**config.mk**
```make
export PLATFORM = sky130hd
export DESIGN_NAME = div_seq_ctrl
export DESIGN_NICKNAME = d
export VERILOG_FILES = /design/src/rtl/div_pkg.sv /design/src/rtl/div_step.sv /design/src/rtl/div_seq_ctrl.sv
export SDC_FILE = /design/constraint.sdc
export NUM_CORES = 1
export LEC_CHECK = 0
export ABC_AREA = 1
export CAP_MARGIN = 25
export CELL_PAD_IN_SITES_DETAIL_PLACEMENT = 2
export CELL_PAD_IN_SITES_GLOBAL_PLACEMENT = 2
export CORE_MARGIN = 2
export CORE_UTILIZATION = 32
export DETAILED_ROUTE_END_ITERATION = 16
export MAX_ROUTING_LAYER = met4
export PLACE_DENSITY_LB_ADDON = 0.15
export SKIP_LAST_GASP = 1
export SLEW_MARGIN = 25
export SYNTH_ARGS = -nofsm -noshare
export SYNTH_HDL_FRONTEND = slang
export SYNTH_HIERARCHICAL = 1
export SYNTH_SLANG_ARGS = --single-unit
```
**constraint.sdc**
```tcl
create_clock -name clk -period 6.1 [get_ports clk]
set_input_delay 0.61 -clock clk [delete_from_list [all_inputs] [get_ports clk]]
set_output_delay 0.61 -clock clk [all_outputs]
set_load 0.1 [all_outputs]
```
**src/rtl/div_pkg.sv**
```systemverilog
// Shared definitions for the sequential restoring divider (div_seq_ctrl).
package div_pkg;

    typedef enum logic [1:0] {
        DIV  = 2'b00,
        REM  = 2'b01,
        DIVU = 2'b10,
        REMU = 2'b11
    } div_code_t;

    typedef enum logic [1:0] {
        S_IDLE,
        S_CALC,
        S_FIX,
        S_DONE
    } div_state_t;

    localparam int DIV_DATA_W = 32;
    localparam int DIV_CNT_W  = $clog2(DIV_DATA_W) + 1;

    // Signed codes have bit 1 clear, remainder codes have bit 0 set.
    function automatic logic div_is_signed(input div_code_t code);
        return !code[1];
    endfunction

    function automatic logic div_is_rem(input div_code_t code);
        return code[0];
    endfunction

endpackage

```
**src/rtl/div_step.sv**
```systemverilog
// One restoring shift-subtract step: shift the next dividend bit into the
// partial remainder and subtract the divisor if it fits.
module div_step #(
    parameter int dataW = 32
) (
    input  logic [dataW-1:0] rem_i,
    input  logic             msb_i,
    input  logic [dataW-1:0] divisor_i,
    output logic [dataW-1:0] rem_o,
    output logic             q_bit_o
);

    logic [dataW:0] shifted;
    logic [dataW:0] diff;

    // The incoming partial remainder is always below the divisor, so the
    // shifted value is below twice the divisor and diff's top bit is a borrow.
    always_comb begin
        shifted = {rem_i, msb_i};
        diff    = shifted - {1'b0, divisor_i};
        q_bit_o = ~diff[dataW];
        rem_o   = q_bit_o ? diff[dataW-1:0] : shifted[dataW-1:0];
    end

endmodule

```
**src/rtl/div_seq_ctrl.sv**
```systemverilog
// Sequential DIV/REM/DIVU/REMU unit: dataW restoring steps then a sign fix.
// Define DIV_EARLY_OUT_EN to bypass CALC for divide-by-zero and signed overflow.
module div_seq_ctrl
    import div_pkg::*;
#(
    parameter int dataW = 32
) (
    input  logic             clk,
    input  logic             reset,
    input  logic             start,
    input  logic [1:0]       divCode,
    input  logic [dataW-1:0] dividend,
    input  logic [dataW-1:0] divisor,
    input  logic             kill,
    output logic             ready,
    output logic             busy,
    output logic             valid,
    output logic [dataW-1:0] result
);

    localparam int CntW = $clog2(dataW) + 1;
    localparam logic [CntW-1:0] LastCnt = CntW'(dataW - 1);

    div_state_t       state_q;
    div_code_t        code_q;
    logic [dataW-1:0] quot_q;
    logic [dataW-1:0] rem_q;
    logic [dataW-1:0] dsor_q;
    logic [dataW-1:0] result_q;
    logic [CntW-1:0]  cnt_q;
    logic             sign_a_q;
    logic             sign_b_q;
    logic             dz_q;
    logic             ready_q;
    logic             busy_q;
    logic             valid_q;

    div_code_t        code_d;
    logic             sign_a_d;
    logic             sign_b_d;
    logic             dz_d;
    logic [dataW-1:0] a_mag_d;
    logic [dataW-1:0] b_mag_d;
    logic             accept_d;
    logic [dataW-1:0] rem_d;
    logic             q_bit_d;
    logic [dataW-1:0] quot_fix_d;
    logic [dataW-1:0] rem_fix_d;

    always_comb begin
        code_d     = div_code_t'(divCode);
        sign_a_d   = div_is_signed(code_d) & dividend[dataW-1];
        sign_b_d   = div_is_signed(code_d) & divisor[dataW-1];
        a_mag_d    = sign_a_d ? -dividend : dividend;
        b_mag_d    = sign_b_d ? -divisor : divisor;
        dz_d       = (divisor == '0);
        accept_d   = start && !kill && ((state_q == S_IDLE) || (state_q == S_DONE));
        // Sign flags are zero for unsigned codes, so no code check is needed here.
        quot_fix_d = dz_q ? '1 : ((sign_a_q ^ sign_b_q) ? -quot_q : quot_q);
        rem_fix_d  = sign_a_q ? -rem_q : rem_q;
    end

`ifdef DIV_EARLY_OUT_EN
    localparam logic [dataW-1:0] MinNeg = {1'b1, {(dataW-1){1'b0}}};
    logic ovf_d;
    assign ovf_d = div_is_signed(code_d) && (dividend == MinNeg) && (divisor == '1);
`endif

    div_step #(.dataW(dataW)) u_step (
        .rem_i     (rem_q),
        .msb_i     (quot_q[dataW-1]),
        .divisor_i (dsor_q),
        .rem_o     (rem_d),
        .q_bit_o   (q_bit_d)
    );

    // NOTE: every register, operands included, is cleared by reset so a
    // discarded operation leaves no residue visible after release.
    always_ff @(posedge clk or posedge reset) begin
        if (reset) begin
            state_q  <= S_IDLE;
            code_q   <= DIV;
            quot_q   <= '0;
            rem_q    <= '0;
            dsor_q   <= '0;
            result_q <= '0;
            cnt_q    <= '0;
            sign_a_q <= 1'b0;
            sign_b_q <= 1'b0;
            dz_q     <= 1'b0;
            ready_q  <= 1'b1;
            busy_q   <= 1'b0;
            valid_q  <= 1'b0;
        end else begin
            valid_q <= 1'b0;
            unique case (state_q)
                S_IDLE, S_DONE: begin
                    if (accept_d) begin
                        code_q   <= code_d;
                        quot_q   <= a_mag_d;
                        rem_q    <= '0;
                        dsor_q   <= b_mag_d;
                        sign_a_q <= sign_a_d;
                        sign_b_q <= sign_b_d;
                        dz_q     <= dz_d;
                        cnt_q    <= '0;
                        ready_q  <= 1'b0;
                        busy_q   <= 1'b1;
                        state_q  <= S_CALC;
`ifdef DIV_EARLY_OUT_EN
                        // Preload the magnitudes the full iteration would produce.
                        if (dz_d || ovf_d) begin
                            quot_q  <= dz_d ? '1 : MinNeg;
                            rem_q   <= dz_d ? a_mag_d : '0;
                            state_q <= S_FIX;
                        end
`endif
                    end
                end
                S_CALC: begin
                    if (kill) begin
                        ready_q <= 1'b1;
                        busy_q  <= 1'b0;
                        state_q <= S_IDLE;
                    end else begin
                        rem_q  <= rem_d;
                        quot_q <= {quot_q[dataW-2:0], q_bit_d};
                        cnt_q  <= cnt_q + 1'b1;
                        if (cnt_q == LastCnt) begin
                            state_q <= S_FIX;
                        end
                    end
                end
                S_FIX: begin
                    ready_q <= 1'b1;
                    busy_q  <= 1'b0;
                    if (kill) begin
                        state_q <= S_IDLE;
                    end else begin
                        result_q <= div_is_rem(code_q) ? rem_fix_d : quot_fix_d;
                        valid_q  <= 1'b1;
                        state_q  <= S_DONE;
                    end
                end
                default: state_q <= S_IDLE;
            endcase
        end
    end

    assign ready  = ready_q;
    assign busy   = busy_q;
    assign valid  = valid_q;
    assign result = result_q;

endmodule

```
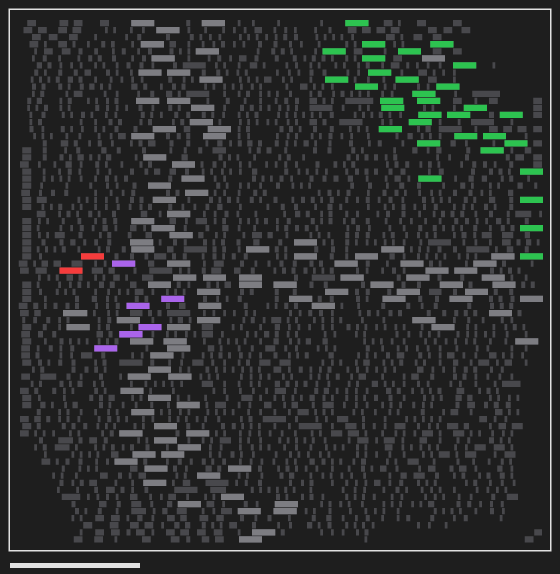
Fig. 1. Register map, names as in the netlist.
Scale bar: 50 um. Other sequential cells in the stronger gray, the rest of the logic in the fainter gray.
[red] state_q | flops: 2
[green] result | flops: 32 | where: top right
[purple] cnt_q | flops: 6 | where: left middle
not colored: 103

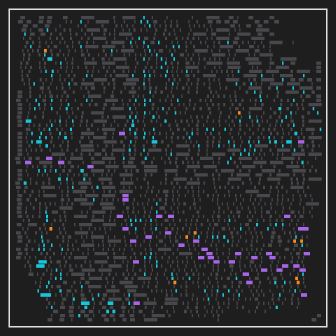
Fig. 2. Selected gate families.
[purple] adder and majority cells | cells: 40
[orange] AND and OR gates | cells: 10
[cyan] NOR gates | cells: 237 | where: spread over the die

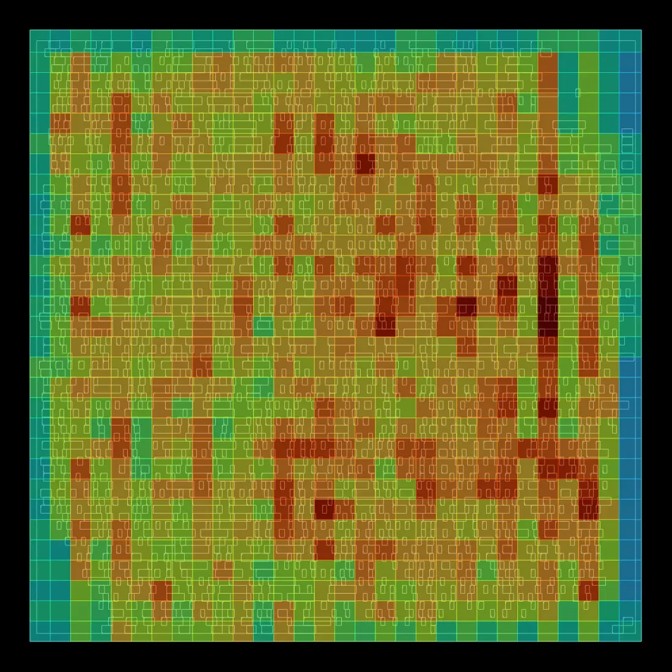
Fig. 3. Routing congestion.
DR WL/cell: 19.7 um
Final Util: 37.3%
met2 usage: 45.3%

==> run_results.csv <==
group,metric,value,unit
critical_path,crit_buf_inv,4,
route,routed_wl,55900,um
route,dr.first_iter.drc_count,687,
placed_design,dp_hpwl,45800,um
synthesis,flop_cell,"dfrtp_1",
route,vias,14700,
critical_path,cp-end-kind,"flip-flop",
critical_path,r2r_slack,2.54,ns
route,ant_nets,0,
finish,stdcell_area,0.0153,mm^2
job,warnings,27,
grt,grt_pass1_wl,90000,um
timing,fmax,0.281,GHz
placed_design,io_buffers,104,
floorplanning,die-area,0.0431,mm^2
placed_design,place_ws,2.25,ns
grt,grt_max_degree,59,
grt,track_usage,27.2,%
job,max-cap-violations,0,
power,total_power,8.79,mW
synthesis,synth-warning-count,6,
critical_path,worstSetupStartpointType,"flip-flop",
worst_hold_path,min_to,"dsor_q[31]$_DFFE_PP0P_",
synthesis,avgSynthCellArea,5.95,um^2
power,ir_worst_vdd,0.000303,V
synthesis,edf_count,0,
critical_path,path_class,"reg2reg",
clocking,tritoncts,"yes",
synthesis,area_leaders,"dfrtp_1 27%, nand2_1 22%, nand3_1 9.3%, inv_1 8.9%, nor2_1 5.5%",
floorplanning,die_x,208,um
timing,setup_slack,2.54,ns
placed_design,gp_congestion,0.901,
floorplanning,chipHeight,208,um
synthesis,ys_top_logic_family,"simple AND/OR/NAND/NOR gates",
synthesis,xor_share,2.05,%
finish,layout.nets,2405,
floorplanning,floorplan.core_util,32.4,%
power,internal-power,3.56,mW
placed_design,dp.cells,2808,
floorplanning,rows,74,
worst_hold_path,min_path_type,"reg2reg",
grt,grt_use_met1,35.8,%
power,p_leak,8.07,nW
finish,instances_no_fill,2840,
timing,finalCriticalPeriod,3.56,ns
finish,diodes,0,
grt,grt.busiest_layer,"met2",
status,status,"finished, final reports clean",
clocking,clk_latency,0.47,ns
synthesis,top_area_cell,"dfrtp_1",
synthesis,most_common_cell,"nand2_1",
power,clock_power_share,12.4,%
route,routed_via_density,5.19,
grt,grtUsageMet3,2.65,%
synthesis,fp_nets,2341,
route,wl_met3,1310,um
clocking,cts_setup_buffers,0,
timing,period_used_share,58.3,%
[worst max path at each step]
stage	start	to	slack [ns]	cells after the start
2_1_floorplan	reset	busy$_DFFE_PP0P_	1.65	1
3_3_place_gp	kill	quot_q[8]$_DFFE_PP0P_	2.39	8
3_5_place_dp	kill	quot_q[8]$_DFFE_PP0P_	2.25	8
4_1_cts	state_q[1]$_DFFE_PP0P_	quot_q[8]$_DFFE_PP0P_	2.49	10
5_1_grt	state_q[1]$_DFFE_PP0P_	quot_q[8]$_DFFE_PP0P_	2.13	10
6_report	state_q[1]$_DFFE_PP0P_	quot_q[8]$_DFFE_PP0P_	2.54	10
[final cells by class]
| cell class | instances | area (um^2) |
|---|---|---|
| clock buffers | 23 | 478 |
| flip-flops and latches | 143 | 3580 |
| inverters | 329 | 1240 |
| multi-input cells | 1690 | 8060 |
| repair buffers | 114 | 1120 |
| well taps | 532 | 666 |
| clock inverters | 9 | 108 |
| fillers | 5259 | 25700 |
[power groups by stage]
stage | combinational (mW) | clock [mW] | sequential, mW
4_1_cts | 5.91 | 1.12 | 1.81
6_report | 5.89 | 1.09 | 1.81
2_1_floorplan | 3.49 | 0 | 2.37
3_5_place_dp | 5.86 | 0 | 1.82
3_3_place_gp | 5.63 | 0 | 1.80
5_1_grt | 6.56 | 1.15 | 1.86
[registers in the layout (all words and copies together) (netlist names)]
register  cells
dsor_q       32
quot_q       32
rem_q        32
result       32
cnt_q         6
state_q       2
busy          1
code_q        1
dz_q          1
ready         1
sign_a_q      1
sign_b_q      1
valid         1
[layout by cell type, fill, tap and decap left out, drive strengths merged, types with 13 or more instances in the layout]
cell type and count:
o21ai 147, nand2 813, nand4 18, ha 39, nand3 253, clkdlybuf4s50 104, a21oi 91, a31oi 13
nor2 210, inv 330, clkbuf 23, nor3 26, xor2 30, dfrtp 142
Power is estimated from default activity; no workload was simulated.
